===== config.mk =====
export PLATFORM = sky130hd
export DESIGN_NAME = framebuffer_scanout_flat
export DESIGN_NICKNAME = d
export VERILOG_FILES = /design/src/rtl/framebuffer_scanout_if.sv /design/src/rtl/framebuffer_scanout.sv /design/src/flat_wrapper.sv
export SDC_FILE = /design/constraint.sdc
export NUM_CORES = 2
export LEC_CHECK = 0
export CAP_MARGIN = 25
export CORE_AREA = 3 3 477 479
export DETAILED_ROUTE_END_ITERATION = 8
export DIE_AREA = 0 0 480 482
export PLACE_DENSITY_LB_ADDON = 0.15
export SETUP_SLACK_MARGIN = 0.05
export SLEW_MARGIN = 20
export SYNTH_ARGS = -nofsm -noshare
export SYNTH_HDL_FRONTEND = slang
export SYNTH_SLANG_ARGS = --single-unit

===== constraint.sdc =====
create_clock -name CLOCK_50 -period 3.6 [get_ports CLOCK_50]
set_input_delay 0.54 -clock CLOCK_50 [delete_from_list [all_inputs] [get_ports CLOCK_50]]
set_output_delay 0.54 -clock CLOCK_50 [all_outputs]
set_load 0.02 [all_outputs]

===== src/rtl/framebuffer_scanout_if.sv =====
// framebuffer_scanout_if: framebuffer input and VGA output bundle for the scanout block
//   framebuffer           cell bitmap, bit index = row*COLS + col, bit 0 = top-left
//   red/green/blue_out    RGB444 colour channels
//   h_sync_out/v_sync_out active-low sync pulses
//   frame_tick            one-cycle pulse when the framebuffer snapshot is taken
interface framebuffer_scanout_if #(parameter int FB_W = 1200);
  logic [FB_W-1:0] framebuffer;
  logic [3:0]      red_out;
  logic [3:0]      green_out;
  logic [3:0]      blue_out;
  logic            h_sync_out;
  logic            v_sync_out;
  logic            frame_tick;
  modport master (
    input  framebuffer,
    output red_out, green_out, blue_out, h_sync_out, v_sync_out, frame_tick
  );
  modport slave (
    output framebuffer,
    input  red_out, green_out, blue_out, h_sync_out, v_sync_out, frame_tick
  );
endinterface


===== src/rtl/framebuffer_scanout.sv =====
// framebuffer_scanout: scans a cell bitmap out as VGA with per-frame snapshot and tick
//   CLOCK_50      system clock, pixel rate is half of it
//   reset_button  asynchronous active-low reset
//   bus (master)  framebuffer in; colour, syncs and frame_tick out
module framebuffer_scanout #(
  parameter int          COLS       = 40,
  parameter int          ROWS       = 30,
  parameter int          CELL_SHIFT = 4,
  parameter int          H_VIS      = 640,
  parameter int          H_FP       = 16,
  parameter int          H_SYNC     = 96,
  parameter int          H_BP       = 48,
  parameter int          V_VIS      = 480,
  parameter int          V_FP       = 10,
  parameter int          V_SYNC     = 2,
  parameter int          V_BP       = 33,
  parameter logic [11:0] FG_COLOR   = 12'hFFF,
  parameter logic [11:0] BG_COLOR   = 12'h000
) (
  input logic                    CLOCK_50,
  input logic                    reset_button,
  framebuffer_scanout_if.master  bus
);
  localparam int FB_W  = COLS * ROWS;
  localparam int H_TOT = H_VIS + H_FP + H_SYNC + H_BP;
  localparam int V_TOT = V_VIS + V_FP + V_SYNC + V_BP;
  localparam int HW    = $clog2(H_TOT);
  localparam int VW    = $clog2(V_TOT);
  localparam int IW    = $clog2(FB_W);
  localparam logic [HW-1:0] H_LAST  = HW'(H_TOT - 1);
  localparam logic [HW-1:0] H_VIS_C = HW'(H_VIS);
  localparam logic [HW-1:0] HS_BEG  = HW'(H_VIS + H_FP);
  localparam logic [HW-1:0] HS_END  = HW'(H_VIS + H_FP + H_SYNC);
  localparam logic [VW-1:0] V_LAST  = VW'(V_TOT - 1);
  localparam logic [VW-1:0] V_VIS_C = VW'(V_VIS);
  localparam logic [VW-1:0] VS_BEG  = VW'(V_VIS + V_FP);
  localparam logic [VW-1:0] VS_END  = VW'(V_VIS + V_FP + V_SYNC);

  logic            pix_en_q;
  logic [HW-1:0]   h_q, h_d;
  logic [VW-1:0]   v_q, v_d;
  logic [FB_W-1:0] snap_q, snap_d;
  logic [11:0]     rgb_q, rgb_d;
  logic            hs_q, hs_d;
  logic            vs_q, vs_d;
  logic            tick;
  logic            visible;
  logic [HW-1:0]   col;
  logic [VW-1:0]   row;
  logic [IW-1:0]   idx;

  always_comb begin
    tick    = pix_en_q && h_q == '0 && v_q == V_VIS_C;
    h_d     = pix_en_q ? (h_q == H_LAST ? '0 : h_q + HW'(1)) : h_q;
    v_d     = (pix_en_q && h_q == H_LAST) ? (v_q == V_LAST ? '0 : v_q + VW'(1)) : v_q;
    snap_d  = tick ? bus.framebuffer : snap_q;
    visible = h_q < H_VIS_C && v_q < V_VIS_C;
    col     = h_q >> CELL_SHIFT;
    row     = v_q >> CELL_SHIFT;
    // index is only meaningful while visible; parked at 0 otherwise so it never leaves the bitmap
    idx     = visible ? IW'(row) * IW'(COLS) + IW'(col) : '0;
    rgb_d   = pix_en_q ? (visible ? (snap_q[idx] ? FG_COLOR : BG_COLOR) : 12'h000) : rgb_q;
    hs_d    = pix_en_q ? !(h_q >= HS_BEG && h_q < HS_END) : hs_q;
    vs_d    = pix_en_q ? !(v_q >= VS_BEG && v_q < VS_END) : vs_q;
  end

  always_ff @(posedge CLOCK_50 or negedge reset_button) begin
    if (!reset_button) begin
      pix_en_q <= 1'b0;
      h_q      <= '0;
      v_q      <= '0;
      snap_q   <= '0;
      rgb_q    <= 12'h000;
      hs_q     <= 1'b1;
      vs_q     <= 1'b1;
    end else begin
      pix_en_q <= !pix_en_q;
      h_q      <= h_d;
      v_q      <= v_d;
      snap_q   <= snap_d;
      rgb_q    <= rgb_d;
      hs_q     <= hs_d;
      vs_q     <= vs_d;
    end
  end

  assign bus.red_out    = rgb_q[11:8];
  assign bus.green_out  = rgb_q[7:4];
  assign bus.blue_out   = rgb_q[3:0];
  assign bus.h_sync_out = hs_q;
  assign bus.v_sync_out = vs_q;
  assign bus.frame_tick = tick;
endmodule


===== src/flat_wrapper.sv =====
// flat-port wrapper written by rule: the top's interface ports become plain ports
module framebuffer_scanout_flat 
#(
  parameter int          COLS       = 40,
  parameter int          ROWS       = 30,
  parameter int          CELL_SHIFT = 4,
  parameter int          H_VIS      = 640,
  parameter int          H_FP       = 16,
  parameter int          H_SYNC     = 96,
  parameter int          H_BP       = 48,
  parameter int          V_VIS      = 480,
  parameter int          V_FP       = 10,
  parameter int          V_SYNC     = 2,
  parameter int          V_BP       = 33,
  parameter logic [11:0] FG_COLOR   = 12'hFFF,
  parameter logic [11:0] BG_COLOR   = 12'h000
)
  (CLOCK_50, reset_button, bus_framebuffer, bus_red_out, bus_green_out, bus_blue_out, bus_h_sync_out, bus_v_sync_out, bus_frame_tick);
  framebuffer_scanout_if #(.FB_W((COLS * ROWS))) bus_i ();
  input logic CLOCK_50;
  input logic reset_button;
  input wire logic [$bits(bus_i.framebuffer)-1:0] bus_framebuffer;
  output wire logic [$bits(bus_i.red_out)-1:0] bus_red_out;
  output wire logic [$bits(bus_i.green_out)-1:0] bus_green_out;
  output wire logic [$bits(bus_i.blue_out)-1:0] bus_blue_out;
  output wire logic [$bits(bus_i.h_sync_out)-1:0] bus_h_sync_out;
  output wire logic [$bits(bus_i.v_sync_out)-1:0] bus_v_sync_out;
  output wire logic [$bits(bus_i.frame_tick)-1:0] bus_frame_tick;
  assign bus_i.framebuffer = bus_framebuffer;
  assign bus_red_out = bus_i.red_out;
  assign bus_green_out = bus_i.green_out;
  assign bus_blue_out = bus_i.blue_out;
  assign bus_h_sync_out = bus_i.h_sync_out;
  assign bus_v_sync_out = bus_i.v_sync_out;
  assign bus_frame_tick = bus_i.frame_tick;
  framebuffer_scanout #(.COLS(COLS), .ROWS(ROWS), .CELL_SHIFT(CELL_SHIFT), .H_VIS(H_VIS), .H_FP(H_FP), .H_SYNC(H_SYNC), .H_BP(H_BP), .V_VIS(V_VIS), .V_FP(V_FP), .V_SYNC(V_SYNC), .V_BP(V_BP), .FG_COLOR(FG_COLOR), .BG_COLOR(BG_COLOR)) u_core (.CLOCK_50(CLOCK_50), .reset_button(reset_button), .bus(bus_i));
endmodule

==> deck_impl_summary.md <==
Run Summary

Die
  – Tap Count: 2,992
  – Chip Area: 0.2314 mm2
  – Die y size: 482 um
  – Die X-Extent: 480 um
  – # rows: 174

Route
  – Initial DRC Count: 5,211
  – Final wirelength: 330.8 mm
  – Met2 WL: 156.1 mm
  – Highest routing layer actually used: met5

Placement
  – Routability Congestion: 0.8816

Pwr
  – Clock group total power: 0.0165 W
  – Combinational power: 0.00193 W
  – Switching Share: 0.2290
  – Sequential logic power: 0.0138 W
  – Pwr Total: 0.03220 W

Layout
  – Area delta synth->final: 46.45%
  – Logic area: 0.02503 mm2
  – Design area: 0.08345 mm2
  – Seq area share: 0.3673
  – Post-layout util: 0.3725
  – Non-clk buf share: 0.2224

Synthesis
  – Cell area leaders: dfrtp_1 (54%), nand2_1 (25%), mux2i_1 (2.8%), clkbuf_1 (2.2%), a221oi_1 (2.1%)
  – Yosys simple share: 0.2867
  – Mux frac, synth: 0.03744
  – Xor/xnor share: 0.003404
  – Most common cell in the netlist: nand2_1
  – Post-Syn Area per Cell: 8.298 um2
  – Netlist Area Pre-Place: 0.05698 mm2

Worst setup path
  – Setup crit start: u_core.h_q[7]$_DFFE_PN0P_
  – CP arrival: 4.38 ns
  – CP Cell Sequence: buf_4 -> o21ai_2 -> buf_4 -> nand4_4 -> buf_12 -> buf_4 -> a221oi_1 -> a211oi_1 -> nor4_1 -> buf_4 -> nand4_1 -> a21oi_2 -> nor4b_2 -> o211ai_1 -> o41ai_2
  – Critical Path Start Type: register

CTS
  – Worst-path clk slew: 0.06 ns
  – CTS Hold Buffers Added: 1

Final timing
  – Clock Skew: 0.03128 ns
  – Final Hold Viols: 0
  – Setup violations, final: 58
  – Worst hold margin: 0.2412 ns
  – Setup slack after layout: -0.09921 ns
  – Setup TNS: -1.417 ns
  – Fmax achieved: 270.3 MHz

Global routing
  – GRT met1 Usage: 0.3745
  – Grt total ovfl: 0
  – Grt met2 use: 0.4552
  – GR Layer Usage met3: 0.04722

Status
  – Status: finished, violations left
  – Failing checks: setup timing

Flow run
  – Max cap viols: 0

Hold path
  – Type of the tightest min-delay check: in -> reg
Close-up of the layout:
Bar = 10 um. Region (220, 125) to (260, 165) um. Cells in gray, sequential cells in the stronger gray; small squares are vias.
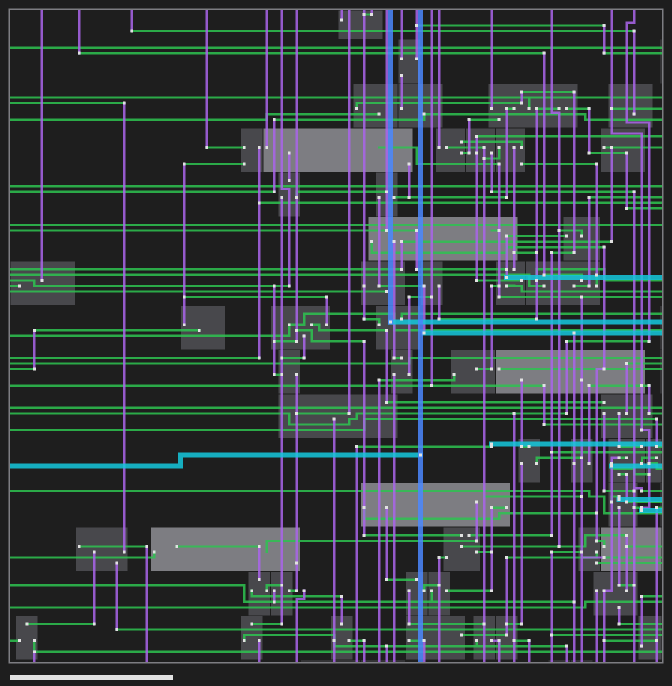
Blue stands for M4. Purple stands for M2. Green stands for M1. Cyan stands for M3.
Sequential cells in the window: 5. 52 logic cells have their middle in the window. Netlist names of flops here include u_core.snap_q (5). Most frequent: nand2_1 (16), buf_4 (9), dfrtp_1 (5).

M1 wires:
Bar = 100 um. Supply wires on this layer in gray. Cells faint in the background.
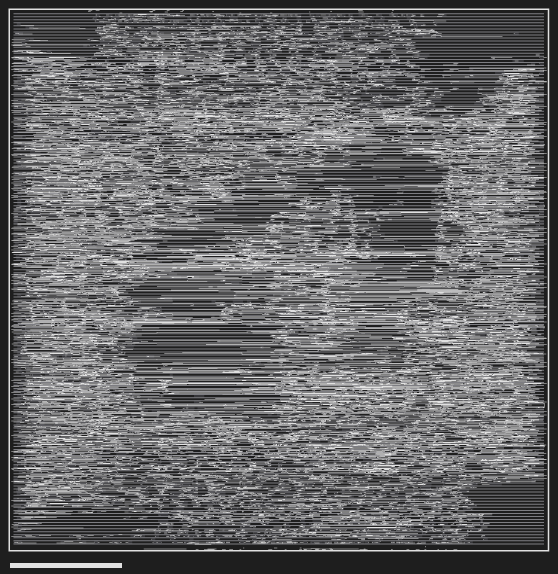
The longest straight run is 151 um. 8,732 nets have wire on it. The layer holds 44% of the routed length. The layer carries 145 mm of wire. The wires run mostly horizontal.

No activity file was given, so power comes from the tool's default toggle rates.
